`src/rtl/cpu16_core.sv`:
```
// cpu16_core: 16-bit single-issue core with registered-read imem/dmem, port I/O and sticky halt.
// Everything executes in one cycle except LD, which waits one extra cycle for dmem read data.
module cpu16_core (
  input  logic        clk,
  input  logic        reset,
  output logic [15:0] nextpc,
  input  logic [15:0] inst,
  output logic [15:0] main_mem_read_adr,
  input  logic [15:0] main_mem_dat,
  output logic        main_mem_write,
  output logic [15:0] main_mem_write_adr,
  output logic [15:0] main_mem_write_dat,
  input  logic [15:0] in_dat,
  output logic        out_en,
  output logic [15:0] out_dat,
  output logic        is_halt
);

  typedef enum logic {EXEC, LDWAIT} state_t;

  state_t      state_q, state_d;
  logic [15:0] pc_q;
  logic [15:0] regs_q [8];
  logic        s_q, z_q, c_q, v_q;
  logic        halt_q, halt_d;

  logic [2:0]  rs, rd;
  logic [3:0]  op, sh;
  logic [15:0] imm, a, b, pc_inc, br_tgt;
  logic [15:0] res;
  logic [16:0] sum17;
  logic [31:0] rot;
  logic        c_n, v_n, take;
  logic        rf_we, flag_we;
  logic [2:0]  rf_waddr;
  logic [15:0] rf_wdata;

  assign rs     = inst[13:11];
  assign rd     = inst[10:8];
  assign op     = inst[7:4];
  assign sh     = inst[3:0];
  assign imm    = {{8{inst[7]}}, inst[7:0]};
  assign a      = regs_q[rd];
  assign b      = regs_q[rs];
  assign pc_inc = pc_q + 16'd1;
  assign br_tgt = pc_inc + imm;

  assign main_mem_read_adr  = a + imm;
  assign main_mem_write_adr = a + imm;
  assign main_mem_write_dat = b;
  assign out_dat            = out_en ? b : 16'h0000;
  assign is_halt            = halt_q;

  always_comb begin
    res   = 16'h0000;
    sum17 = 17'h0;
    rot   = 32'h0;
    c_n   = 1'b0;
    v_n   = 1'b0;
    case (op)
      4'd0: begin
        sum17 = {1'b0, a} + {1'b0, b};
        res   = sum17[15:0];
        c_n   = sum17[16];
        v_n   = (a[15] == b[15]) && (res[15] != a[15]);
      end
      4'd1, 4'd5: begin
        sum17 = {1'b0, a} - {1'b0, b};
        res   = sum17[15:0];
        c_n   = sum17[16];
        v_n   = (a[15] != b[15]) && (res[15] != a[15]);
      end
      4'd2:  res = a & b;
      4'd3:  res = a | b;
      4'd4:  res = a ^ b;
      4'd6:  res = b;
      4'd8:  res = a << sh;
      4'd9: begin
        rot = {a, a} << sh;
        res = rot[31:16];
      end
      4'd10: res = a >> sh;
      4'd11: res = $signed(a) >>> sh;
      default: res = 16'h0000;
    endcase
  end

  always_comb begin
    case (rd)
      3'd0:    take = z_q;
      3'd1:    take = s_q ^ v_q;
      3'd2:    take = z_q | (s_q ^ v_q);
      3'd3:    take = ~z_q;
      default: take = 1'b0;
    endcase
  end

  // LD refetches its own pc in EXEC so the same instruction is present in LDWAIT.
  always_comb begin
    state_d        = state_q;
    halt_d         = halt_q;
    nextpc         = pc_inc;
    rf_we          = 1'b0;
    rf_waddr       = rd;
    rf_wdata       = res;
    flag_we        = 1'b0;
    out_en         = 1'b0;
    main_mem_write = 1'b0;
    if (reset) begin
      nextpc = 16'h0000;
    end else if (halt_q) begin
      nextpc = pc_q;
    end else begin
      case (state_q)
        LDWAIT: begin
          rf_we    = 1'b1;
          rf_waddr = rs;
          rf_wdata = main_mem_dat;
          state_d  = EXEC;
        end
        EXEC: begin
          case (inst[15:14])
            2'b00: begin
              state_d = LDWAIT;
              nextpc  = pc_q;
            end
            2'b01: main_mem_write = 1'b1;
            2'b10: begin
              case (inst[13:11])
                3'b000: begin
                  rf_we    = 1'b1;
                  rf_wdata = imm;
                end
                3'b100: nextpc = br_tgt;
                3'b111: if (take) nextpc = br_tgt;
                default: ;
              endcase
            end
            default: begin
              case (op)
                4'd5: flag_we = 1'b1;
                4'd0, 4'd1, 4'd2, 4'd3, 4'd4, 4'd6, 4'd8, 4'd9, 4'd10, 4'd11: begin
                  flag_we = 1'b1;
                  rf_we   = 1'b1;
                end
                4'd12: begin
                  rf_we    = 1'b1;
                  rf_wdata = in_dat;
                end
                4'd13: out_en = 1'b1;
                4'd15: halt_d = 1'b1;
                default: ;
              endcase
            end
          endcase
        end
        default: state_d = EXEC;
      endcase
    end
  end

  always_ff @(posedge clk) begin
    if (reset) begin
      state_q <= EXEC;
      pc_q    <= 16'h0000;
      halt_q  <= 1'b0;
      s_q     <= 1'b0;
      z_q     <= 1'b0;
      c_q     <= 1'b0;
      v_q     <= 1'b0;
      for (int i = 0; i < 8; i++) regs_q[i] <= 16'h0000;
    end else begin
      state_q <= state_d;
      pc_q    <= nextpc;
      halt_q  <= halt_d;
      if (rf_we) regs_q[rf_waddr] <= rf_wdata;
      if (flag_we) begin
        s_q <= res[15];
        z_q <= (res == 16'h0000);
        c_q <= c_n;
        v_q <= v_n;
      end
    end
  end

endmodule

```
`config.mk`:
```
export PLATFORM = sky130hd
export DESIGN_NAME = cpu16_core
export DESIGN_NICKNAME = d
export VERILOG_FILES = /design/src/rtl/cpu16_core.sv
export SDC_FILE = /design/constraint.sdc
export NUM_CORES = 1
export LEC_CHECK = 0
export CAP_MARGIN = 20
export CORE_MARGIN = 4
export CORE_UTILIZATION = 45
export DETAILED_ROUTE_END_ITERATION = 7
export SLEW_MARGIN = 0
export SYNTH_ARGS = -nofsm -noshare
export SYNTH_HDL_FRONTEND = slang
export SYNTH_SLANG_ARGS = --single-unit
```
`constraint.sdc`:
```
create_clock -name clk -period 15.8 [get_ports clk]
set_input_delay 3.16 -clock clk [delete_from_list [all_inputs] [get_ports clk]]
set_output_delay 3.16 -clock clk [all_outputs]
set_load 0.005 [all_outputs]
```
### Zoomed window

Bar = 10 µm. Window x 35 to 60, y 35 to 60 µm. Cells in gray, sequential cells in the stronger gray; small squares are vias.
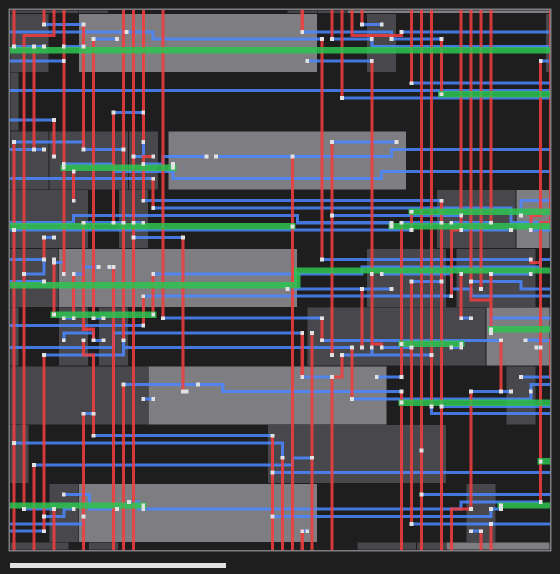
M2 -> red
M1 -> blue
M3 -> green
sequential cells in the window = 5
cells with their middle in the window = 20
most frequent = nor2_1 (8), edfxtp_1 (5), mux2i_1 (4)
netlist names of flops here include = regs_q (5)

### Gate families picked out

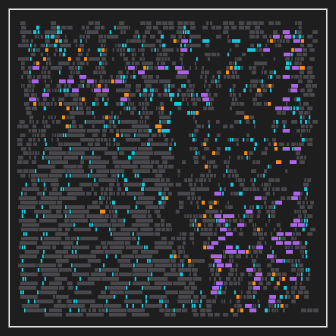
and/or cells -> orange  # cells 64, where spread over the die
fa/ha/maj cells -> purple  # cells 87, where spread over the die
nor cells -> cyan  # cells 356, where spread over the die

==> results.cfg <==
; synthesis and place-and-route metrics
[global_routing]
grt_usage_pct = 34.7
grt_antenna_before_repair = 1
top_usage_layer = met2
grtUsageMet2_pct = 53.3
overflow = 0
grt_pass1_wl_mm = 94.9

[sta]
fin_crit_sh_pct = 77.0
rsz0062_at_grt = no
setup_violations = 0

[detailed_routing]
wl_met1_mm = 25.8
routedWlPerCell_um = 28.3
drt_iter0_markers = 2096
wl_met3_mm = 5.89
dr.pass1.iters = 7
drc_errors = 0
topRoutingLayerUsed = met4

[final_layout]
largest_reg_flops = 128
mi_logic_area_um2 = 10000
final_util_pct = 52.7
nClkBuffers = 17
finalNonFillerCells = 2288
seq_cell_count = 149
comb_area_share_pct = 57.9
syn_to_final_growth_pct = 14.3

[worst_setup_path]
critPathMaxFanout = 18
arrival_ns = 9.01
worst_path_max_delay_cell = o21ai_0
cp.required_ns = 12.64
cpMostUsedCell = o21ai_0

[floorplan]
rows = 66
nWellTaps = 442
fp.dieW_um = 192
fp-utilization_pct = 46.1
die_h_um = 192

[synth]
most_common_cell = nor2_1
postSynthCellCount = 1771
top_area_cell = edfxtp_1
syn_area_per_cell_um2 = 8.56
ys_chip_area_um2 = 15200
ys_seq_share_pct = 28.1

[power]
comb_power_share_pct = 42.2
power_w = 0.00150

[hold_path]
holdPathStages = 2
min_to = v_q$_SDFFE_PP0P_

[clock_network]
clock_path_buffers = 2
htree_levels = 4
clk-insertion-delay-late_ns = 0.43

[status]
outcome = completed

[placed_design]
dpl-instance-area_um2 = 16700
